--- config.mk ---
export PLATFORM = sky130hd
export DESIGN_NAME = ysyx_23060236_axi_rslave
export DESIGN_NICKNAME = d
export VERILOG_FILES = /design/src/rtl/ysyx_23060236_axi_rslave.sv
export SDC_FILE = /design/constraint.sdc
export NUM_CORES = 1
export LEC_CHECK = 0
export CAP_MARGIN = 20
export CORE_MARGIN = 1.5
export CORE_UTILIZATION = 49
export CTS_CLUSTER_DIAMETER = 40
export DETAILED_ROUTE_END_ITERATION = 12
export PLACE_DENSITY = 0.95
export SLEW_MARGIN = 10
export SYNTH_ARGS = -nofsm -noshare
export SYNTH_HDL_FRONTEND = slang
export SYNTH_SLANG_ARGS = --single-unit
--- constraint.sdc ---
create_clock -name clock -period 6.2 [get_ports clock]
set_clock_uncertainty 0.2 [all_clocks]
set_input_delay 0.62 -clock clock [delete_from_list [all_inputs] [get_ports clock]]
set_output_delay 0.62 -clock clock [all_outputs]
set_load 0.02 [all_outputs]
--- src/rtl/ysyx_23060236_axi_rslave.sv ---
// ysyx_23060236_axi_rslave
//   AXI-style read-only slave that serves bursts from a single-cycle-latency
//   backing memory. Supports FIXED, INCR and WRAP bursts of 1..16 beats, and
//   flags beats outside [BASE_ADDR, BASE_ADDR+SIZE) or with an illegal burst
//   setup with SLVERR (data forced to zero, no memory read).
//
//   Optional feature: define YSYX_23060236_RSLAVE_DELAY_EN to insert DELAY
//   wait cycles (WAIT state) before every memory read. Without the macro the
//   WAIT state and its counter do not exist.
//
// Ports
//   clock, reset            single clock, synchronous active-high reset
//   araddr/arvalid/arready  burst start address handshake
//   arburst, arlen          burst type and beat count minus one
//   rdata/rresp/rlast       read beat payload
//   rvalid/rready           read beat handshake
//   mem_ren, mem_addr       backing-memory read strobe and word address
//   mem_rdata               memory data, valid one cycle after mem_ren
module ysyx_23060236_axi_rslave #(
   parameter logic [31:0] BASE_ADDR = 32'h30000000,
   parameter logic [31:0] SIZE      = 32'h01000000,
   parameter int unsigned DELAY     = 4
) (
   input  logic        clock,
   input  logic        reset,
   input  logic [31:0] araddr,
   input  logic        arvalid,
   output logic        arready,
   input  logic [1:0]  arburst,
   input  logic [3:0]  arlen,
   output logic [31:0] rdata,
   output logic [1:0]  rresp,
   output logic        rlast,
   output logic        rvalid,
   input  logic        rready,
   output logic        mem_ren,
   output logic [31:0] mem_addr,
   input  logic [31:0] mem_rdata
);

   typedef enum logic [2:0] {
      IDLE,
`ifdef YSYX_23060236_RSLAVE_DELAY_EN
      WAIT,
`endif
      FETCH,
      CAPT,
      RESP
   } state_t;

   localparam logic [32:0] LIMIT = {1'b0, BASE_ADDR} + {1'b0, SIZE};

   state_t      state, state_n, first_state;
   logic [31:0] addr_q;
   logic [1:0]  burst_q;
   logic [3:0]  len_q;
   logic [3:0]  beat_q;
   logic [31:0] rdata_q;
   logic [1:0]  rresp_q;
   logic        rlast_q;
   logic        rvalid_q;
   logic        burst_bad;
   logic        in_range;
   logic        beat_err;
   logic [31:0] wrap_mask;
   logic [31:0] addr_inc;
   logic [31:0] addr_next;
   logic        unused_bits;

`ifdef YSYX_23060236_RSLAVE_DELAY_EN
   logic [31:0] cnt_q;
   assign first_state = (DELAY == 0) ? FETCH : WAIT;
`else
   assign first_state = FETCH;
`endif

   // Byte-offset bits of araddr are dropped; DELAY is only consumed by the
   // optional wait path.
   assign unused_bits = ^{araddr[1:0], DELAY};

   // Illegal setups make every beat of the burst an error beat.
   assign burst_bad = (burst_q == 2'b11) ||
                      ((burst_q == 2'b10) &&
                       !((len_q == 4'd1) || (len_q == 4'd3) ||
                         (len_q == 4'd7) || (len_q == 4'd15)));
   assign in_range  = (addr_q >= BASE_ADDR) && ({1'b0, addr_q} < LIMIT);
   assign beat_err  = burst_bad || !in_range;

   // For legal WRAP lengths (len+1 a power of two) the window byte mask is
   // simply {len, 2'b11}; the low bits wrap while the high bits hold.
   assign wrap_mask = {26'd0, len_q, 2'b11};
   assign addr_inc  = addr_q + 32'd4;

   always_comb begin
      addr_next = addr_inc;
      case (burst_q)
         2'b00:   addr_next = addr_q;
         2'b10:   addr_next = (addr_q & ~wrap_mask) | (addr_inc & wrap_mask);
         default: addr_next = addr_inc;
      endcase
   end

   always_comb begin
      state_n = state;
      case (state)
         IDLE:  if (arvalid) state_n = first_state;
`ifdef YSYX_23060236_RSLAVE_DELAY_EN
         WAIT:  if (cnt_q == '0) state_n = FETCH;
`endif
         FETCH: state_n = CAPT;
         CAPT:  state_n = RESP;
         RESP:  if (rready) state_n = rlast_q ? IDLE : first_state;
         default: state_n = IDLE;
      endcase
   end

   always_ff @(posedge clock) begin
      if (reset) state <= IDLE;
      else       state <= state_n;
   end

   always_ff @(posedge clock) begin
      if (reset) begin
         addr_q   <= '0;
         burst_q  <= '0;
         len_q    <= '0;
         beat_q   <= '0;
         rdata_q  <= '0;
         rresp_q  <= '0;
         rlast_q  <= 1'b0;
         rvalid_q <= 1'b0;
`ifdef YSYX_23060236_RSLAVE_DELAY_EN
         cnt_q    <= '0;
`endif
      end else begin
         case (state)
            IDLE: begin
               if (arvalid) begin
                  addr_q  <= {araddr[31:2], 2'b00};
                  burst_q <= arburst;
                  len_q   <= arlen;
                  beat_q  <= '0;
`ifdef YSYX_23060236_RSLAVE_DELAY_EN
                  cnt_q   <= DELAY - 1;
`endif
               end
            end
`ifdef YSYX_23060236_RSLAVE_DELAY_EN
            WAIT: begin
               if (cnt_q != '0) cnt_q <= cnt_q - 32'd1;
            end
`endif
            CAPT: begin
               rdata_q  <= beat_err ? '0 : mem_rdata;
               rresp_q  <= beat_err ? 2'b10 : 2'b00;
               rlast_q  <= (beat_q == len_q);
               rvalid_q <= 1'b1;
            end
            RESP: begin
               if (rready) begin
                  rvalid_q <= 1'b0;
                  if (rlast_q) begin
                     rlast_q <= 1'b0;
                  end else begin
                     beat_q <= beat_q + 4'd1;
                     addr_q <= addr_next;
`ifdef YSYX_23060236_RSLAVE_DELAY_EN
                     cnt_q  <= DELAY - 1;
`endif
                  end
               end
            end
            default: ;
         endcase
      end
   end

   assign arready  = (state == IDLE);
   assign mem_ren  = (state == FETCH) && !beat_err;
   assign mem_addr = addr_q;
   assign rdata    = rdata_q;
   assign rresp    = rresp_q;
   assign rlast    = rlast_q;
   assign rvalid   = rvalid_q;

endmodule

==> results.json <==
{
  "leakage_nw": 1.99,
  "met1_length_microns": 4640,
  "syn_inst": 511,
  "buffers": 143,
  "cts_tree": "yes",
  "synthesis.area_sq_um": 4050,
  "start_kind": "register",
  "tapCellCount": 102,
  "postCtsSetupBuffers": 0,
  "stdcell_area_sq_um": 5620,
  "rows": 32,
  "antenna_left": 0,
  "worstReg2RegEnd": "mem_addr[26]",
  "cts_root_buf": "clkbuf_8",
  "synth_dominant_cell_count": "dfxtp_1",
  "finalPower_mw": 1.80,
  "fin_util_pct": 71.6,
  "cp_slowest_cell": "clkdlybuf4s50_1",
  "top_cells_by_area": "dfxtp_1 (38%), a21oi_1 (8.9%), nand3_1 (6.2%), nand2b_1 (5.9%), nand2_1 (3.4%)",
  "crit_required_ns": 5.38,
  "aoi_share_pct": 21.7,
  "synth-simple-area-share_pct": 27.1,
  "finalSetupViolCount": 0,
  "p_comb_uw": 758,
  "tightest_slew_ns": 1.01,
  "clock_area_share_pct": 3.56,
  "yosysCellCount": 511,
  "dr.first_iter.drc_count": 273,
  "seq_power_uw": 660,
  "dp_slack_ns": 2.94,
  "ctsHoldBuffers": 0,
  "clock.fmax_mhz": 279,
  "clk_path_buf_depth": 2,
  "powerDensity_nw_per_um2": 320,
  "seqCellArea_sq_um": 1540,
  "status": "completed",
  "seq_power_share_pct": 36.7,
  "min_to": "rvalid",
  "worst_slack_ns": 2.61,
  "endpoint": "mem_ren",
  "hp-class": "register to register",
  "nets": 706,
  "min_from": "rvalid",
  "synth_cell_types": 53,
  "logic_area_sq_um": 2270,
  "ys_seq_share_pct": 38.1,
  "seqAreaFraction_pct": 27.4,
  "path_class": "register to output port",
  "whs_path_depth": 2,
  "cp.arrival_ns": 2.77,
  "crit_path_end_kind": "output port",
  "cp_num_cells": 6,
  "tool_warnings": 33,
  "lay_top_count": "clkdlybuf4s50_1",
  "wl_per_cell_microns": 16.0,
  "largest_reg_flops": 32,
  "top_power_group": "combinational cells",
  "grt_first_pass_wirelength_microns": 18600,
  "wl_microns": 11700,
  "dieArea_sq_um": 8810,
  "cts.repair.resized": 0,
  "rsz0062_at_grt": "false",
  "fp_util_pct": 51.5,
  "top_area_cell": "dfxtp_1",
  "met1_usage_pct": 32.7,
  "hpwlAfterDp_microns": 8060,
  "final.period_utilization_pct": 57.8,
  "clk_latency_ns": 0.34,
  "nonClkBufAreaFrac_pct": 25.2,
  "worstPathCellList": "nor2b_1 -> o41ai_1 -> and4_1 -> buf_4 -> and2_1 -> clkdlybuf4s50_1",
  "htree_levels": 3,
  "cts_buffers": 9,
  "largest_class": "combinational gates",
  "met2WireLength_microns": 5850,
  "ys.flop_type": "dfxtp_1",
  "drv_cap": 0,
  "rr_worst_depth": 7,
  "top_cells_by_count": "dfxtp_1 (77), a21oi_1 (72), nand3_1 (50)"
}
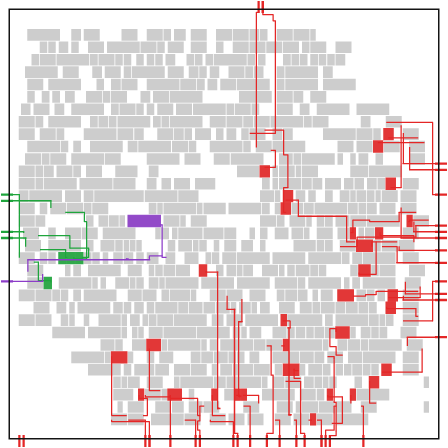
*Port wiring*
green -> arlen  # bits 4, direction input, edge left, end cells 4, buffers 4, wire 83.4 microns
red -> araddr  # bits 32, direction input, edge 18 bottom, 12 right, 2 top, end cells 31, buffers 30, wire 774 microns
purple -> rlast  # bits 1, direction output, edge left, end cells 1, buffers 1, wire 50.2 microns
Port Buffers: 138
num ports: 144

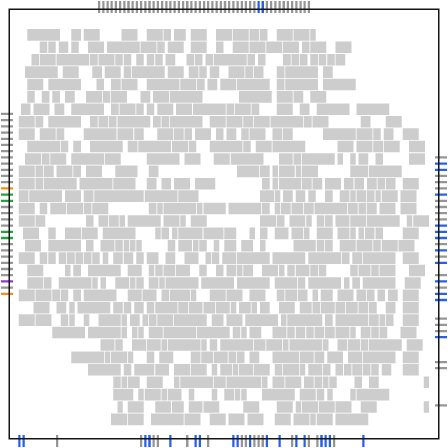
*Pin placement*
Pins as bars across the die edge, other pins in gray.
orange -> arburst  # pins 2, direction input, edge left
green -> arlen  # pins 4, direction input, edge left
blue -> araddr  # pins 32, direction input, edge 18 bottom, 12 right, 2 top
purple -> rlast  # pins 1, direction output, edge left

